**src/rtl/shift_unit_iter.sv**
```systemverilog
// Iterative shifter/rotator: moves a WIDTH-bit operand up to STEP bit positions per clock
// under a start/busy/done handshake, with illegal-opcode reporting.
//
// state  | meaning
// IDLE   | waiting for Shift_EN
// RUN    | shifting the work register, Busy high
// DONE   | completion cycle; an illegal-opcode flag pulse follows on the next cycle
`timescale 1ns/1ps

module shift_unit_iter #(
    parameter int WIDTH = 16,
    parameter int STEP  = 1,
    localparam int AW   = $clog2(WIDTH)
) (
    input  logic             clk,
    input  logic             RST,
    input  logic             Shift_EN,
    input  logic             Shift_Clr,
    input  logic [WIDTH-1:0] A,
    input  logic [WIDTH-1:0] B,
    input  logic [3:0]       ALU_FUN,
    input  logic [AW-1:0]    SHAMT,
    output logic [WIDTH-1:0] Shift_OUT,
    output logic             Shift_Flag,
    output logic             Shift_Err,
    output logic             Busy
);

    typedef enum logic [1:0] {
        S_IDLE = 2'd0,
        S_RUN  = 2'd1,
        S_DONE = 2'd2
    } state_t;

    localparam logic [AW:0]   STEP_W  = (AW+1)'(STEP);
    localparam logic [AW+1:0] WIDTH_W = (AW+2)'(WIDTH);

    state_t           state_q;
    logic [WIDTH-1:0] work_q;
    logic [WIDTH-1:0] work_d;
    logic [WIDTH-1:0] out_q;
    logic [AW-1:0]    rem_q;
    logic [AW:0]      rem_ext;
    logic [AW:0]      s;
    logic [AW:0]      rem_d;
    logic [AW+1:0]    s_inv;
    logic [2:0]       op_q;
    logic             err_q;
    logic             flag_q;
    logic             err_flag_q;
    logic             busy_q;
    logic [WIDTH-1:0] operand;
    logic             legal;
    logic             start_ok;

    assign operand  = ALU_FUN[3] ? B : A;
    assign legal    = (ALU_FUN[2:0] <= 3'd4);
    assign start_ok = Shift_EN && !Shift_Clr && (state_q != S_RUN);

    // One iteration: shift by min(remaining, STEP)
    always_comb begin
        rem_ext = {1'b0, rem_q};
        s       = (rem_ext < STEP_W) ? rem_ext : STEP_W;
        rem_d   = rem_ext - s;
        s_inv   = WIDTH_W - {1'b0, s};
        work_d  = work_q;
        case (op_q)
            3'd0:    work_d = work_q >> s;
            3'd1:    work_d = work_q << s;
            3'd2:    work_d = $unsigned($signed(work_q) >>> s);
            3'd3:    work_d = (work_q >> s) | (work_q << s_inv);
            3'd4:    work_d = (work_q << s) | (work_q >> s_inv);
            default: work_d = work_q;
        endcase
    end

    always_ff @(posedge clk or posedge RST) begin
        if (RST) begin
            state_q    <= S_IDLE;
            work_q     <= '0;
            out_q      <= '0;
            rem_q      <= '0;
            op_q       <= '0;
            err_q      <= 1'b0;
            flag_q     <= 1'b0;
            err_flag_q <= 1'b0;
            busy_q     <= 1'b0;
        end else begin
            flag_q     <= 1'b0;
            err_flag_q <= 1'b0;
            case (state_q)
                S_IDLE: begin
                    state_q <= S_IDLE;
                end
                S_RUN: begin
                    if (Shift_Clr) begin
                        state_q <= S_IDLE;
                        busy_q  <= 1'b0;
                    end else begin
                        work_q <= work_d;
                        rem_q  <= rem_d[AW-1:0];
                        if (rem_d == '0) begin
                            out_q   <= work_d;
                            flag_q  <= 1'b1;
                            busy_q  <= 1'b0;
                            state_q <= S_DONE;
                        end
                    end
                end
                S_DONE: begin
                    // Illegal opcodes report here, one cycle after the start edge
                    flag_q     <= err_q;
                    err_flag_q <= err_q;
                    err_q      <= 1'b0;
                    state_q    <= S_IDLE;
                end
                default: begin
                    state_q <= S_IDLE;
                    busy_q  <= 1'b0;
                end
            endcase
            if (start_ok) begin
                work_q  <= operand;
                op_q    <= ALU_FUN[2:0];
                rem_q   <= SHAMT;
                err_q   <= !legal;
                busy_q  <= legal;
                state_q <= legal ? S_RUN : S_DONE;
            end
        end
    end

    assign Shift_OUT  = out_q;
    assign Shift_Flag = flag_q;
    assign Shift_Err  = err_flag_q;
    assign Busy       = busy_q;

endmodule
```
**config.mk**
```make
export PLATFORM = sky130hd
export DESIGN_NAME = shift_unit_iter
export DESIGN_NICKNAME = d
export VERILOG_FILES = /design/src/rtl/shift_unit_iter.sv
export SDC_FILE = /design/constraint.sdc
export NUM_CORES = 1
export LEC_CHECK = 0
export CORE_ASPECT_RATIO = 0.75
export CORE_MARGIN = 2
export CORE_UTILIZATION = 50
export DETAILED_ROUTE_END_ITERATION = 8
export PLACE_DENSITY_LB_ADDON = 0.3
export SLEW_MARGIN = 20
export SYNTH_ARGS = -nofsm -noshare
export SYNTH_HDL_FRONTEND = slang
export SYNTH_SLANG_ARGS = --single-unit
```
**constraint.sdc**
```tcl
create_clock -name clk -period 3.9 [get_ports clk]
set_input_delay 0.78 -clock clk [delete_from_list [all_inputs] [get_ports clk]]
set_output_delay 0.78 -clock clk [all_outputs]
set_load 0.02 [all_outputs]
```
Figure 1. Metal 1 (run 1).
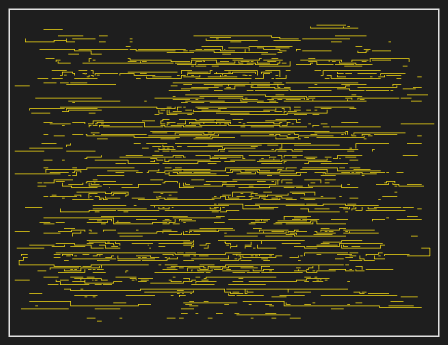
main direction: horizontal
nets with wire on the layer: 391
longest straight run: 40.0 um
via count: 3,040
met1 global-route usage: 40.41%
total detailed-routing wirelength: 9002 um

Figure 2. Routed clock nets over the placement (run 1).
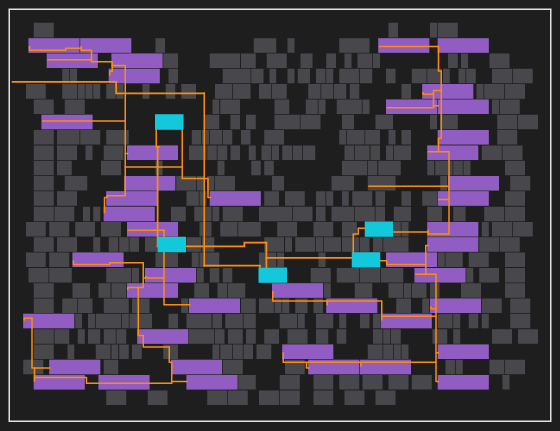
[cyan] clock-net drivers | count: 5
[purple] flip-flops | count: 45
[orange] clock wires | length: 575 um
routed clock nets: 6
part of the power in the clock network: 14.4%
clk latency late pin: 0.29 ns
clock skew: 0.005762 ns
clk pwr: 0.000294 W

Figure 3. Track usage over the die (run 1).
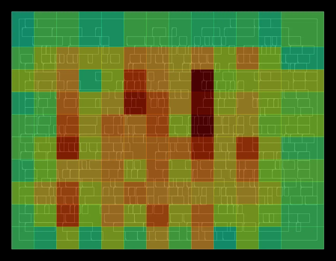
met2 GRT Util: 41.03%
Final Util: 62.43%
overall routing resource usage: 27.51%

==> flow_metrics.tcl, run 1 <==
# implementation run metrics
set metrics [dict create \
    status "completed" \
    top_cells_by_count "dfrtp_1 (45), nand2_1 (44), mux2i_1 (28)" \
    fp_util_pct 50.89 \
    design.seq.count 45 \
    pin_count 63 \
    start_kind "flop" \
    async_flop_share_pct 100.0 \
    vias_per_cell 6.255 \
    fin_crit_ns 3.129 \
    yosysMostFrequentCell "dfrtp_1" \
    swShare_pct 41.84 \
    leakage_nw 1.609 \
    grt_pass1_vias 2859 \
    warnings 29 \
    die_height_um 72.94 \
    holdWs_ns 0.4779 \
    min_path_cells 2 \
    timing.fmax_mhz 319.6 \
    gp_congestion 0.9515 \
    regToRegSetupSlack_ns 0.77 \
    switchingPower_w 0.0008557 \
    rsz0062_at_grt "no" \
    cp_top_family "multiplexers" \
    place_area_um2 3800 \
    top_cell_area_share_pct 35.55 \
    clockBufferDepth 2 \
    fp.dieW_um 95.92 \
    layout_top_cell "clkdlybuf4s50_1" \
    cts.sinks 45 \
    drc_errors 0 \
    worstPathCellList "or4_1 -> buf_4 -> clkinv_8 -> ha_1 -> mux2_2 -> a221oi_1 -> o31ai_1 -> mux2_2" \
    overflow 0 \
    syn_nets 409 \
    sh_seq_area_pct 28.98 \
    avgRoutedWirePerCell_um 18.52 \
    rows 25 \
    cts_root_buf "clkbuf_8" \
    synth_cell_type_count 61 \
    syn_area_um2 3168 \
    hold_path_class "flop to flop" \
    dr.pass1.iters 4 \
    ir_drop_mv 0.2601 \
    reg2reg_depth 8 \
    nNetsFinal 455 \
    crit_slowest_cell "or4_1" \
    grt_max_degree 46 \
    drv_cap 0 \
    required_ns 4.08 \
    ys_top_logic_family "AND-OR/OR-AND gates" \
    hold_path_end "Shift_OUT[4]$_DFFE_PP0P_" \
    synthCells 359 \
    seq_power_w 0.000780 \
    design_area_um2 3886 \
    rr_startpoint "rem_q[2]$_DFFE_PP0P_" \
    power.density_nw_per_um2 526.3 \
    finalHoldViolCount 0 \
    r2r-end "Shift_OUT[0]$_DFFE_PP0P_" \
    p_comb_share_pct 47.5 \
    power_w 0.002045 \
    drtIter0Drc 250 \
    cts_resized 0 \
    fillers 566 \
    drive_above_1_share_pct 10.62 \
    antenna_left 0 \
    antennaDiodeCount 0 \
    yosysTopAreaCell "dfrtp_1" \
    p_comb_w 0.000972 \
    core-area_um2 6225 \
    biggestCellCategory "combinational gates" \
    mux_area_share_pct 12.76 \
    holdBufCountCts 0 \
    power_frac_seq_pct 38.1 \
    cp_max_fo 20 \
    synthToLayoutAreaGrowth_pct 22.67 \
    syn_avg_cell_area_um2 8.825 \
    antenna_found_initial 0 \
    ys_seq_share_pct 35.55 \
    grt_pass1_wl_um 14770 \
    crit_path_end_kind "flop" \
    yosysWarnings 0 \
    post_cts_buffers 0 \
    yosys_cells 359 \
    n_all_inverters 8 \
    pre_cts_slack_ns 0.8025 \
    clkbuf_count 7 \
    period_used_pct 80.23 \
    nonClkBufAreaFrac_pct 17.51 \
    ys_sh_aoi_pct 25.24 \
    power.group.top "combinational cells" \
    ff_type "dfrtp_1" \
    ys_area_um2 3168 \
    logic_gate_count 275 \
    critical_path_class "flop to flop" \
    fin_cells 486 \
    hpwl_um 6490 \
    synth_adder_area_share_pct 2.370 \
    ys_sh_xor_pct 0 \
    cp.arrival_ns 3.31 \
    dp.cells 479 \
    cts_buffers 5 \
    worst_slack_ns 0.7709 \
    hold_path_startpoint "Shift_OUT[4]$_DFFE_PP0P_" \
]
==> run 1: layer usage <==
metal	track usage (%)	wire length [um]	share of wire, %
met5	0	0	0
met4	8.889	188	2.1
met3	5.269	742	8.2
met2	41.03	3921	44
met1	40.41	4148	46
==> run 1: worst min-delay path, delay by kind of cell, from the launching register on <==
kind / cells / cell delay [ns]
compound gates: 1 / 0.05
flops: 1 / 0.35
simple gates: 1 / 0.05
==> run 1: cells by family (layout without fill, tap and decap cells) <==
kind of cell	after synthesis	in the layout
other	1	1
multiplexers	39	39
AND/OR/NAND/NOR	112	112
buffers and inverters	39	85
flip-flops	45	45
adder cells (fa/ha/maj)	6	6
AND-OR/OR-AND	117	117
==> inputs of run 2 (changes only) <==
Clock period 3.9 ns to 3.2 ns, I/O delays scaled along.
Figure 4. Sequential cells grouped by signal name (run 2).
Other sequential cells in the stronger grey, the rest of the logic in the fainter grey.
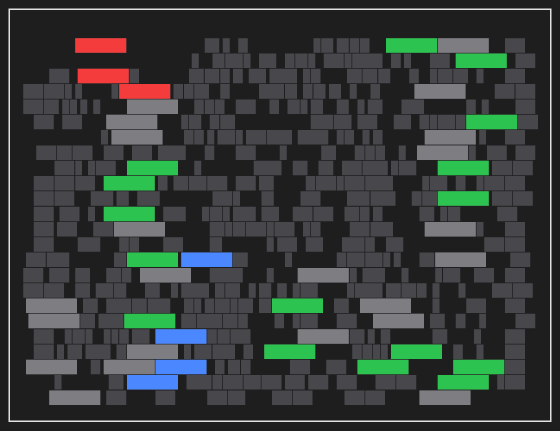
[green] `Shift_OUT` | placed flops: 16 | where: widely spread
[red] `op_q` | placed flops: 3
[blue] `rem_q` | placed flops: 4
Seq area share: 28.70%
seq pwr: 0.000958 W
Final Util: 63.04%
register area: 1126 um^2

Figure 5. Track usage over the die (run 2).
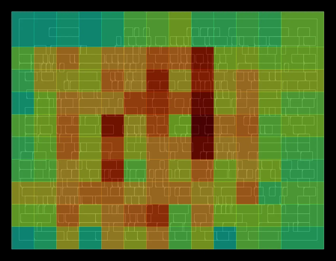
overall routing resource usage: 27.63%
met3 GRT Util: 4.442%
met2 GRT Util: 45.30%
met1 global-route usage: 38.45%
Most Used Layer, Global Route: met2

==> run 2 against run 1 <==
  * Critical path depth unchanged
  * Largest cell class unchanged
  * Final area grew 0.97%
  * Area after synthesis is the same
  * Highest routed layer unchanged
  * Combinational power grew 23%
  * Critical path type unchanged
  * Global-route usage rose by 0.12 points
  * Via count is 1.1% higher
  * Register-to-register slack lost 0.61 ns
  * Flip-flop count unchanged
==> flow_metrics.tcl, run 2 <==
# implementation run metrics
set metrics [dict create \
    top_cells_by_count "dfrtp_1 (45), nand2_1 (44), mux2i_1 (28)" \
    hold_path_class "flop to flop" \
    ys_sh_aoi_pct 25.24 \
    r2r-end "Shift_OUT[7]$_DFFE_PP0P_" \
    cp.arrival_ns 3.22 \
    fin_skew_ns 0.006034 \
    drc_errors 0 \
    timing.fmax_mhz 329.4 \
    power.share.clock_pct 13.6 \
    synthCells 359 \
    n_all_inverters 8 \
    power.density_nw_per_um2 636.6 \
    slew_violations 0 \
    yosysMostFrequentCell "dfrtp_1" \
    reg2reg_depth 8 \
    fp_util_pct 50.89 \
    powerClk_w 0.000340 \
    die_height_um 72.94 \
    finalHoldViolCount 0 \
    yosys_cells 359 \
    cp_top_family "simple AND/OR/NAND/NOR gates" \
    vias_per_cell 6.248 \
    swShare_pct 42.35 \
    fin_crit_ns 3.036 \
    startpoint "rem_q[2]$_DFFE_PP0P_" \
    yosysWarnings 0 \
    wl_met2_um 4181 \
    synth_adder_area_share_pct 2.370 \
    grt_pass1_wl_um 14750 \
    p_comb_w 0.00120 \
    dr.pass1.iters 6 \
    design.seq.count 45 \
    nNetsFinal 460 \
    rows 25 \
    drive_above_1_share_pct 12.17 \
    ff_type "dfrtp_1" \
    ir_drop_mv 0.2750 \
    gp_congestion 0.9795 \
    period_used_pct 94.86 \
    fp.dieW_um 95.92 \
    p_int_w 0.001440 \
    place_area_um2 3837 \
    rr_startpoint "rem_q[2]$_DFFE_PP0P_" \
    nonClkBufAreaFrac_pct 18.30 \
    syn_avg_cell_area_um2 8.825 \
    antennaDiodeCount 0 \
    status "completed" \
    async_flop_share_pct 100.0 \
    power.group.top "combinational cells" \
    cp_max_fo 8 \
    critical_path_class "flop to flop" \
    cts.sinks 45 \
    hpwl_um 6788 \
    antenna_found_initial 0 \
    cts_resized 0 \
    hold_path_end "Shift_OUT[6]$_DFFE_PP0P_" \
    drtIter0Drc 299 \
    grt_max_degree 25 \
    worst_skew_pair.late_latency_ns 0.30 \
    synth_cell_type_count 61 \
    worstPathCellList "or4_4 -> nand2b_1 -> ha_1 -> or3b_2 -> a21oi_1 -> o21ai_1 -> nor2_4 -> mux2_2" \
    synthToLayoutAreaGrowth_pct 23.85 \
    post_cts_buffers 0 \
    regToRegSetupSlack_ns 0.16 \
    fillers 568 \
    power_frac_seq_pct 38.4 \
    route.met3.wl_um 754 \
    switchingPower_w 0.001058 \
    clkbuf_count 6 \
    ys_sh_xor_pct 0 \
    buffers 75 \
    hold_path_startpoint "Shift_OUT[6]$_DFFE_PP0P_" \
    wirelength_um 9170 \
    pin_count 63 \
    nWellTaps 81 \
    avgRoutedWirePerCell_um 18.64 \
    leakage_nw 1.635 \
    rsz0062_at_grt "no" \
    antenna_left 0 \
    crit_slowest_cell "or4_4" \
    logic_gate_count 275 \
    drv_cap 0 \
    biggestCellCategory "combinational gates" \
    clockBufferDepth 2 \
    ys_seq_share_pct 35.55 \
    holdBufCountCts 0 \
    ys_area_um2 3168 \
    cts_buffers 5 \
    top_cell_area_share_pct 35.55 \
    yosysTopAreaCell "dfrtp_1" \
    grt_pass1_vias 2957 \
    m1WireLength_um 4070 \
    p_comb_share_pct 48.0 \
    start_kind "flop" \
    via_count 3074 \
    top_layer_used "met4" \
    layout_top_cell "clkdlybuf4s50_1" \
    min_path_cells 2 \
    required_ns 3.38 \
    overflow 0 \
    core-area_um2 6225 \
    ys_top_logic_family "AND-OR/OR-AND gates" \
    design_area_um2 3924 \
    syn_nets 409 \
    warnings 29 \
    syn_area_um2 3168 \
    cts_root_buf "clkbuf_8" \
]
-- run 2: cell counts after synthesis --
Identical to the previous run, type by type.
-- run 2: stage by stage --
| stage | worst slack, ns | power (W) | cells | hold slack [ns] |
|---|---|---|---|---|
| 2_1_floorplan | 0.2803 | 0.001690 | 359 | 0.4720 |
| 3_3_place_gp | 0.2228 | 0.002121 | 484 | 0.4614 |
| 3_5_place_dp | 0.1048 | 0.002146 | 484 | 0.4650 |
| 4_1_cts | 0.07909 | 0.002486 | 492 | 0.4832 |
| 5_1_grt | 0.03627 | 0.002659 | 492 | 0.5176 |
| 6_report | 0.1644 | 0.002498 | 492 | 0.4791 |
Power and IR drop assume default switching activity.
